### Routed clock nets over the placement

(1 px per µm)
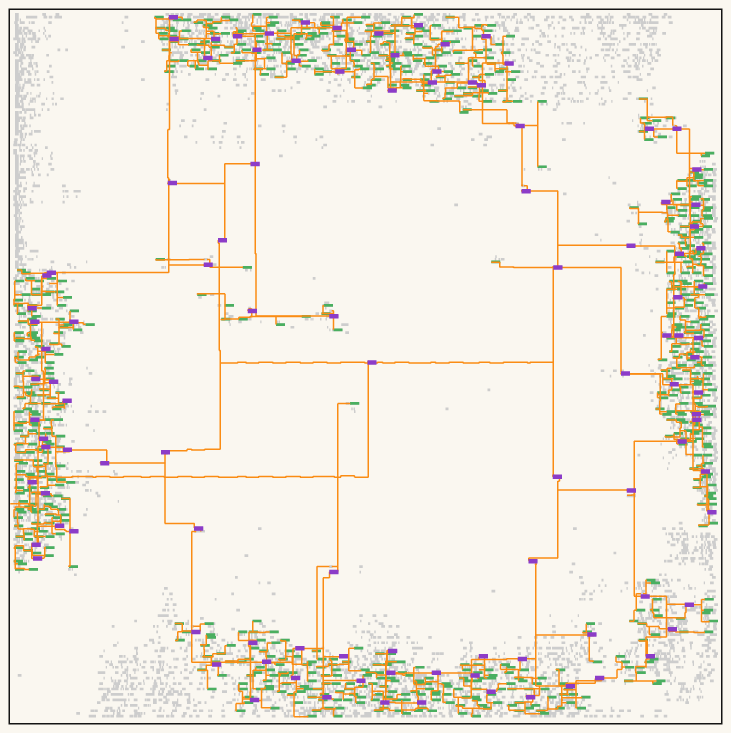
### Clock routing

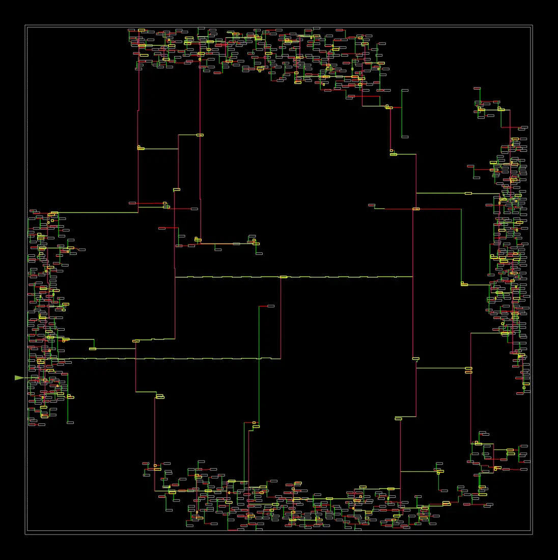
### Placed cells, one colour a class

(1 px per µm) Fill, decap, tap and diode cells in grey.
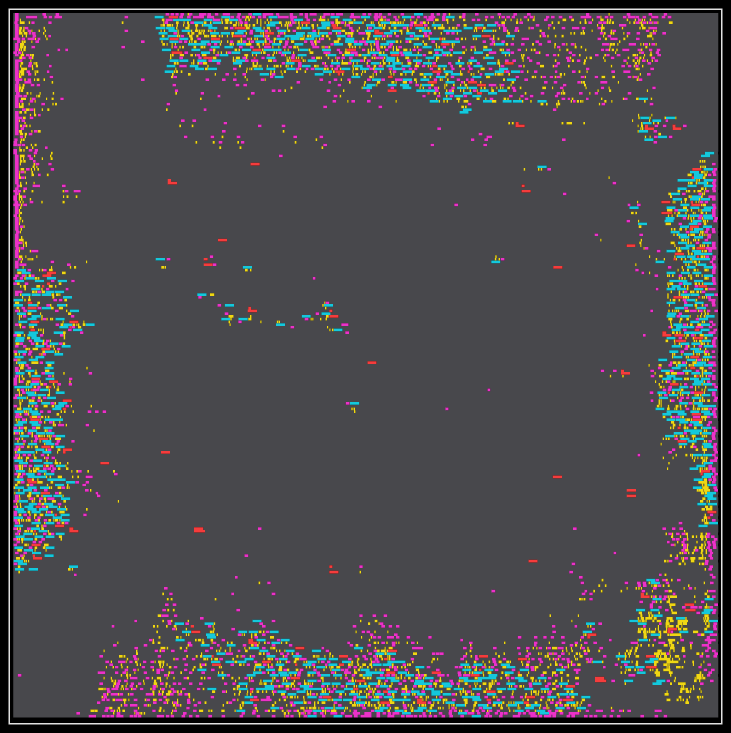
### Port wiring

(1 px per µm)
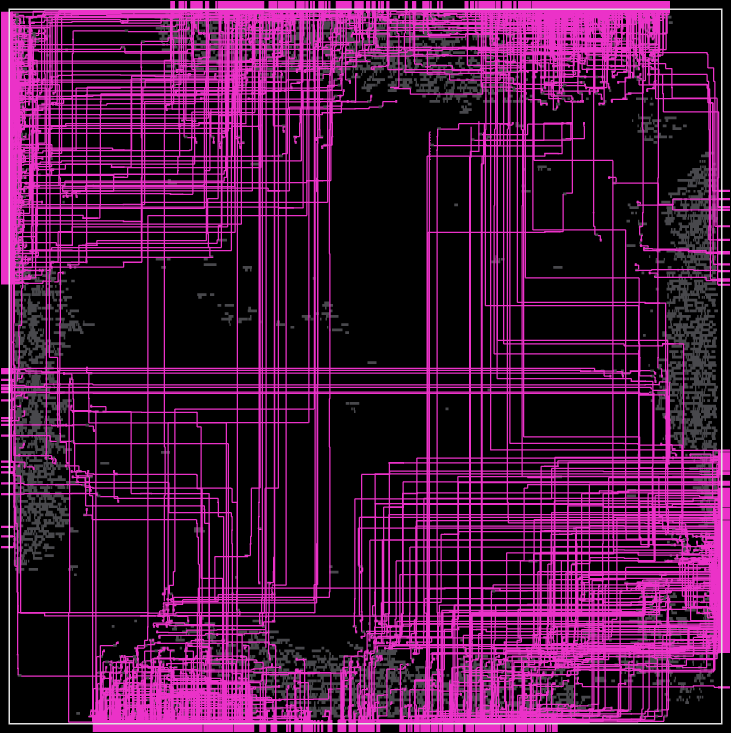
### Signal wires on met2

(1 px per µm)
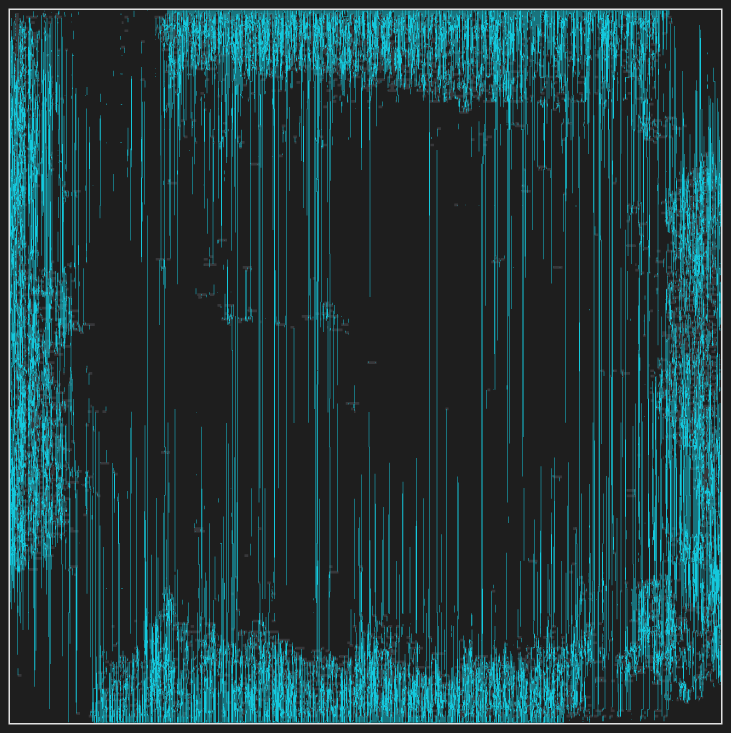
### config.mk
export PLATFORM = sky130hd
export DESIGN_NAME = depkt_flit_arbiter
export DESIGN_NICKNAME = d
export VERILOG_FILES = /design/src/rtl/depkt_pkg.sv /design/src/rtl/depkt_flit_arbiter_rr_picker.sv /design/src/rtl/depkt_flit_arbiter.sv
export SDC_FILE = /design/constraint.sdc
export NUM_CORES = 2
export LEC_CHECK = 0
export ABC_AREA = 1
export ABC_CLOCK_PERIOD_IN_PS = 71600
export CORE_AREA = 3 3 708 710
export CTS_CLUSTER_SIZE = 12
export DETAILED_ROUTE_END_ITERATION = 7
export DIE_AREA = 0 0 711 713
export SYNTH_ARGS = -nofsm -noshare
export SYNTH_HDL_FRONTEND = slang
export SYNTH_SLANG_ARGS = --single-unit
export TNS_END_PERCENT = 10
### constraint.sdc
create_clock -name clk -period 71.6 [get_ports clk]
set_input_delay 7.16 -clock clk [delete_from_list [all_inputs] [get_ports clk]]
set_output_delay 7.16 -clock clk [all_outputs]
set_load 0.02 [all_outputs]
### src/rtl/depkt_pkg.sv
// depkt_pkg
//   Definitions shared by the flit arbiter and its round-robin picker:
//   flit-type codes, the arbiter FSM state type and a modulo increment
//   helper used to advance the round-robin pointer.
package depkt_pkg;

  localparam logic [1:0] FT_RSVD = 2'b00;
  localparam logic [1:0] FT_HEAD = 2'b01;
  localparam logic [1:0] FT_BODY = 2'b10;
  localparam logic [1:0] FT_TAIL = 2'b11;

  typedef enum logic [1:0] {
    IDLE  = 2'd0,
    BODY  = 2'd1,
    TAIL  = 2'd2,
    ISSUE = 2'd3
  } state_t;

  // (idx + 1) mod n without a divider
  function automatic int rr_next(input int idx, input int n);
    return (idx + 1 >= n) ? 0 : idx + 1;
  endfunction

endpackage

### src/rtl/depkt_flit_arbiter_rr_picker.sv
// rr_picker
//   Combinational round-robin picker: returns the first asserted request
//   found when scanning i_ptr, i_ptr+1, ... (mod N).
// Ports
//   i_req    N-bit request vector
//   i_ptr    highest-priority index for this cycle
//   o_grant  one-hot grant (all zero when no request)
//   o_idx    index of the granted request
//   o_any    at least one request present
module rr_picker #(
  parameter int N = 4,
  parameter int W = 2
) (
  input  logic [N-1:0] i_req,
  input  logic [W-1:0] i_ptr,
  output logic [N-1:0] o_grant,
  output logic [W-1:0] o_idx,
  output logic         o_any
);

  int         w_j;
  logic [W-1:0] w_k_idx;

  // Scan from lowest to highest priority; the last hit written wins, which
  // leaves the request closest to i_ptr in o_idx.
  always_comb begin
    o_idx   = '0;
    o_any   = 1'b0;
    w_j     = 0;
    w_k_idx = '0;
    for (int k = N - 1; k >= 0; k--) begin
      w_j     = (int'(i_ptr) + k) % N;
      w_k_idx = W'(w_j);
      if (i_req[w_k_idx]) begin
        o_idx = w_k_idx;
        o_any = 1'b1;
      end
    end
  end

  always_comb begin
    o_grant = '0;
    if (o_any) o_grant[o_idx] = 1'b1;
  end

endmodule

### src/rtl/depkt_flit_arbiter.sv
// depkt_flit_arbiter
//   Round-robin, packet-locked arbiter sharing one depacketizer between
//   N_PORTS flit sources. Collects HEAD/BODY/TAIL from the owning source
//   into HF/BF/TF and offers the packet with a pkt_valid/pkt_ready handshake.
//   Out-of-sequence flits are dropped (err_seq), stalled packets aborted
//   (err_tmo).
// Ports
//   clk, reset            clock, asynchronous active-high reset
//   in_valid/type/flit    per-source flit stream (port i at slice i)
//   in_ready              per-source accept, at most one bit high
//   HF, BF, TF            captured head/body/tail flits
//   pkt_valid, pkt_ready  packet handshake to the depacketizer
//   owner                 source currently granted
//   err_seq, err_tmo      single-cycle error pulses
//   pkt_count             completed packets (wraps)
//
// state | meaning
// IDLE  | arbitrate among sources, waiting for a HEAD
// BODY  | owner locked, waiting for BODY
// TAIL  | owner locked, waiting for TAIL
// ISSUE | packet held, waiting for pkt_ready
module depkt_flit_arbiter
  import depkt_pkg::*;
#(
  parameter int N_PORTS = 4,
  parameter int FLIT_W  = 256,
  parameter int TIMEOUT = 64
) (
  input  logic                        clk,
  input  logic                        reset,
  input  logic [N_PORTS-1:0]          in_valid,
  input  logic [2*N_PORTS-1:0]        in_type,
  input  logic [FLIT_W*N_PORTS-1:0]   in_flit,
  output logic [N_PORTS-1:0]          in_ready,
  output logic [FLIT_W-1:0]           HF,
  output logic [FLIT_W-1:0]           BF,
  output logic [FLIT_W-1:0]           TF,
  output logic                        pkt_valid,
  input  logic                        pkt_ready,
  output logic [$clog2(N_PORTS)-1:0]  owner,
  output logic                        err_seq,
  output logic                        err_tmo,
  output logic [15:0]                 pkt_count
);

  localparam int OW = $clog2(N_PORTS);
  localparam int TW = $clog2(TIMEOUT);

  state_t             r_state;
  logic [FLIT_W-1:0]  r_hf, r_bf, r_tf;
  logic               r_pkt_valid;
  logic [OW-1:0]      r_owner, r_rr_ptr;
  logic               r_err_seq, r_err_tmo;
  logic [15:0]        r_pkt_count;
  logic [TW-1:0]      r_tmo_cnt;

  logic [N_PORTS-1:0] w_win_grant, w_owner_oh;
  logic [OW-1:0]      w_win_idx, w_sel, w_owner_next, w_win_next;
  logic               w_win_any, w_xfer;
  logic [1:0]         w_sel_type;
  logic [FLIT_W-1:0]  w_sel_flit;

  rr_picker #(.N(N_PORTS), .W(OW)) u_rr_picker (
    .i_req   (in_valid),
    .i_ptr   (r_rr_ptr),
    .o_grant (w_win_grant),
    .o_idx   (w_win_idx),
    .o_any   (w_win_any)
  );

  // The arbitration winner is only relevant in IDLE; afterwards the owner is locked.
  assign w_sel        = (r_state == IDLE) ? w_win_idx : r_owner;
  assign w_owner_next = OW'(rr_next(int'(r_owner), N_PORTS));
  assign w_win_next   = OW'(rr_next(int'(w_win_idx), N_PORTS));

  always_comb begin
    w_sel_flit = '0;
    w_sel_type = FT_RSVD;
    for (int i = 0; i < N_PORTS; i++) begin
      if (w_sel == OW'(i)) begin
        w_sel_flit = in_flit[i*FLIT_W +: FLIT_W];
        w_sel_type = in_type[i*2 +: 2];
      end
    end
  end

  always_comb begin
    w_owner_oh          = '0;
    w_owner_oh[r_owner] = 1'b1;
  end

  always_comb begin
    case (r_state)
      IDLE:       in_ready = w_win_grant;
      BODY, TAIL: in_ready = w_owner_oh;
      default:    in_ready = '0;
    endcase
  end

  assign w_xfer = |(in_ready & in_valid);

  always_ff @(posedge clk or posedge reset) begin
    if (reset) begin
      r_state     <= IDLE;
      r_hf        <= '0;
      r_bf        <= '0;
      r_tf        <= '0;
      r_pkt_valid <= 1'b0;
      r_owner     <= '0;
      r_rr_ptr    <= '0;
      r_err_seq   <= 1'b0;
      r_err_tmo   <= 1'b0;
      r_pkt_count <= '0;
      r_tmo_cnt   <= '0;
    end else begin
      r_err_seq <= 1'b0;
      r_err_tmo <= 1'b0;
      case (r_state)
        IDLE: begin
          if (w_xfer && w_win_any) begin
            if (w_sel_type == FT_HEAD) begin
              r_hf      <= w_sel_flit;
              r_owner   <= w_win_idx;
              r_tmo_cnt <= '0;
              r_state   <= BODY;
            end else begin
              r_err_seq <= 1'b1;
              r_rr_ptr  <= w_win_next;
            end
          end
        end
        BODY, TAIL: begin
          if (w_xfer) begin
            r_tmo_cnt <= '0;
            if (r_state == BODY && w_sel_type == FT_BODY) begin
              r_bf    <= w_sel_flit;
              r_state <= TAIL;
            end else if (r_state == TAIL && w_sel_type == FT_TAIL) begin
              r_tf        <= w_sel_flit;
              r_pkt_valid <= 1'b1;
              r_state     <= ISSUE;
            end else begin
              r_err_seq <= 1'b1;
              r_rr_ptr  <= w_owner_next;
              r_state   <= IDLE;
            end
          end else if (r_tmo_cnt == TW'(TIMEOUT - 1)) begin
            r_err_tmo <= 1'b1;
            r_tmo_cnt <= '0;
            r_rr_ptr  <= w_owner_next;
            r_state   <= IDLE;
          end else begin
            r_tmo_cnt <= r_tmo_cnt + 1'b1;
          end
        end
        ISSUE: begin
          // No bypass to arbitration: IDLE is entered for at least one cycle.
          if (pkt_ready) begin
            r_pkt_valid <= 1'b0;
            r_pkt_count <= r_pkt_count + 16'd1;
            r_rr_ptr    <= w_owner_next;
            r_state     <= IDLE;
          end
        end
        default: r_state <= IDLE;
      endcase
    end
  end

  assign HF        = r_hf;
  assign BF        = r_bf;
  assign TF        = r_tf;
  assign pkt_valid = r_pkt_valid;
  assign owner     = r_owner;
  assign err_seq   = r_err_seq;
  assign err_tmo   = r_err_tmo;
  assign pkt_count = r_pkt_count;

endmodule

==> run notes <==
Implementation results. The run finished with clean final reports. The largest single stage delay on the critical path is 0.65 ns. Placeable core region landed at between 400000 and 500000 µm². In this build the clock could be raised as far as ~59 MHz. Post-route worst setup slack landed at 54.72 ns. The first detailed-routing pass took 7 iterations.

Area used by sequential logic in the layout landed at 20000 µm². Shortest clock period the worst path allows after layout landed at 16.88 ns. Sorting the synthesis cell report by count puts at the top sky130_fd_sc_hd__nand2_1. The layout summary lists the proportion of cells stronger than drive strength 1 as 0.0439.

Estimated wirelength of the detail-placed design landed at about 360000 µm. For the worst min-delay path, the startpoint reported by OpenROAD is TF[66]$_DFFE_PP0P_. In the floorplan report the effective utilization is 0.0763. The registers of the reported paths see a clock transition of 0.06 ns. Tool warning count landed at roughly 48.

For this sky-water flow run, the detailed-routed wirelength per cell is reported as 31.2 µm. OpenSTA, run right after detailed placement, puts the worst setup slack at ~55 ns. Number of warnings reported in the yosys synthesis log landed at 0. STA classifies the critical path endpoint as a primary output. Count of different cell masters after synthesis landed at 33. Summing all multi-input logic gate instances after layout gives 16100 µm². Slew at the pin with the worst max-slew slack landed at 1.10 ns.

The slowest stage of the critical path is the sky130_fd_sc_hd__clkdlybuf4s50_1 cell. Per the timing report, the most critical flop-to-flop path originates at r_state[1]$_DFFE_PP0P_. Hold-critical path depth landed at 2. For this run, the register share of the synthesized area comes to 0.528. STA classifies the critical path startpoint as a primary input.

The final route contains approximately 46000 vias. Count of buffers added by post-CTS timing repair for setup landed at 0. The timing report notes that buffer and inverter cells on the critical path total 5.

The die covers slightly above 500000 µm². By startpoint and endpoint, the worst setup path is classified as primary input to primary output. In the hold report, the worst path ends at TF[66]$_DFFE_PP0P_.

Across every metal layer, demand over resource in global routing totals 0.160. Routed via count divided by cell count landed at 3.34. The first routing iteration left 4761 violations. Number of design rule violations left after detail routing landed at 0. Per-instance average area after synthesis landed at roughly 7.6 µm². Total wirelength of the detailed-routed design landed at 425000 µm. The post-route utilization of the core is recorded as 0.136. The most critical min-delay path falls under flop to flop. Number of instances in the placed design landed at 13200. The completed layout was analyzed and its total power is 4210 µW.

Synthesized instance count landed at between 5000 and 6000. Power spread over the standard cell area amounts to 62.1 nW/µm². Share of the clock period used by the worst path landed at 0.236. The analysis attributes to cell leakage a power of between 0.02 and 0.03 µW. The final timing report lists a max-slew violation count of 0. Relative area change from synthesis to final layout landed at 78.7%. For flop-to-flop paths, the worst setup slack is 65.49 ns. Required time of the critical path landed at 64.44 ns.

The number of global-route vias before repair was 42800. The endpoint identified for the worst register-to-register timing path is TF[32]$_DFFE_PP0P_. In this run the horizontal extent of the chip is 711 µm.

Entering global routing, the biggest net connects 134 pins. The largest total area in the synthesized netlist belongs to sky130_fd_sc_hd__dfrtp_1. Total congestion overflow landed at 0.

Yosys cell count landed at around 5000. Setup repair after global routing left no endpoint under its margin. Total negative slack for setup checks landed at 0 ns. The net count of the finished layout is 7742.

The tree is rooted in a sky130_fd_sc_hd__clkbuf_16. Per STA, the worst path accumulates the most delay in the family buffers and inverters. Sorting the synthesized cells by area gives the leading types as sky130_fd_sc_hd__dfrtp_1, sky130_fd_sc_hd__nand2_1, sky130_fd_sc_hd__nand4_1. Post-synthesis cell area landed at 37900 µm². Non-filler instance count after layout landed at 13600. Per the power-grid run, VDD falls by no more than 45.7 µV. Hold repair after CTS inserted 0 buffers.

Total number of cells along the worst setup path landed at 15. Initial antenna violation count landed at 325. Total of fill cells in the finished design landed at 57200.
Back to the opening pictures, 'Routed clock nets over the placement':
- clock wires: orange (length 16100 µm)
- clock drivers: purple (count 109)
- flip-flops: green (count 799)
- flops lie: all over the die
power of the clock network: 578 µW
worst setup skew after layout: 0.0477 ns

Back to the opening pictures, 'Clock routing':
# clock sinks: 799
cts bufs inserted: 109
clk ins delay skew pair: 0.84 ns
Seq cells: 799
count of clock-net buffers in the final layout: 145

Back to the opening pictures, 'Placed cells, one colour a class':
- other buffers and delay cells: magenta (cells 1918; share of their area 32%)
- combinational and other logic: yellow (cells 3860; share of their area 28%)
- clock drivers and dummy loads: red (cells 195; share of their area 6.2%)
- flops: cyan (cells 799; share of their area 34%)
register share of the cell area: 0.295
number of placement rows: 259

Back to the opening pictures, 'Port wiring':
- in_flit: magenta (direction input; edge 327 north, 323 south, 222 west, 152 east; end cells 1024; buffers 1024; wire 161 mm)
total I/O pin count: 1832
Port Buffers: 1831

Back to the opening pictures, 'Signal wires on met2':
- nets with wire on the layer: 6257
- longest straight run: 577 µm
- main direction: vertical

per-stage QoR:
stage / instance area, µm² / hold WS [ns]
final: 67700 / 0.476
after global routing: 67500 / 0.484
after CTS: 67200 / 0.478
after detailed placement: 63600 / 0.464
after global placement: 63600 / 0.461
after floorplan: 37900 / 0.453
kinds of logic (layout without fill, tap and decap cells):
family	count (synthesis)	in the layout	synth area share
flops	799	799	0.528
fa+ha+maj	15	15	0.00495
compound gates	276	276	0.0365
simple gates	3512	3512	0.378
buf+inv	384	2155	0.0497
other cells	0	197	0
xor+xnor	15	15	0.00347
layout make-up:
cell class / count / area share
antenna: 197 / 0.00728
clock buffer: 145 / 0.0455
clock inverter: 50 / 0.00842
inverter: 42 / 0.00283
multi-input combinational: 3818 / 0.237
sequential: 799 / 0.295
tap: 6655 / 0.123
timing repair buffer: 1918 / 0.281
how the worst max path moves through the flow:
| stage | slack [ns] | from | to |
|---|---|---|---|
| after floorplan | 42.00 | reset | BF[0]$_DFFE_PP0P_ |
| after detailed placement | 54.72 | in_valid[1] | in_ready[1] |
| after global placement | 54.56 | in_valid[1] | in_ready[1] |
| after global routing | 54.52 | in_valid[1] | in_ready[3] |
| final | 54.72 | in_valid[1] | in_ready[1] |
| after CTS | 54.71 | in_valid[1] | in_ready[1] |
where the power goes:
part | internal, µW | switching (µW) | total, µW
Clock | 333 | 245 | 578
Sequential | 646 | 112 | 758
Combinational | 681 | 2190 | 2870
Total | 1660 | 2550 | 4210
state kept, by name, summed over array words and instances (netlist names):
signal and cells:
r_state 2, TF 256, err_tmo 1, r_tmo_cnt 6, pkt_valid 1, owner 2, err_seq 1, r_rr_ptr 2
HF 256, pkt_count 16, BF 256
cell usage in the layout, fill, tap and decap left out, types with 6 or more instances in the layout:
cell	synthesis	routed
sky130_fd_sc_hd__clkbuf_8	0	20
sky130_fd_sc_hd__inv_8	0	6
sky130_fd_sc_hd__xor2_1	9	9
sky130_fd_sc_hd__buf_4	16	85
sky130_fd_sc_hd__ha_1	15	15
sky130_fd_sc_hd__nand3_1	291	291
sky130_fd_sc_hd__clkbuf_1	172	15
sky130_fd_sc_hd__o21ai_1	84	84
sky130_fd_sc_hd__nor2_4	3	6
sky130_fd_sc_hd__nand2_1	2915	2915
sky130_fd_sc_hd__inv_6	0	13
sky130_fd_sc_hd__diode_2	0	197
sky130_fd_sc_hd__bufinv_16	0	8
sky130_fd_sc_hd__inv_1	36	35
sky130_fd_sc_hd__o21ai_0	187	187
sky130_fd_sc_hd__clkdlybuf4s50_1	0	1829
sky130_fd_sc_hd__nor2_1	19	17
sky130_fd_sc_hd__xnor2_1	6	6
sky130_fd_sc_hd__nand4_1	262	262
sky130_fd_sc_hd__clkbuf_16	0	110
sky130_fd_sc_hd__dfrtp_1	799	799
sky130_fd_sc_hd__clkinv_2	1	17
per-layer routing:
layer / share of wire / vias to the layer above / GRT usage
li1: - / 19600 / -
met1: 0.39 / 22200 / 0.190
met2: 0.44 / 2835 / 0.245
met3: 0.12 / 762 / 0.0764
met4: 0.045 / 144 / 0.0722
met5: 0.0022 / - / 0
No activity file was given, so power comes from the tool's default toggle rates.
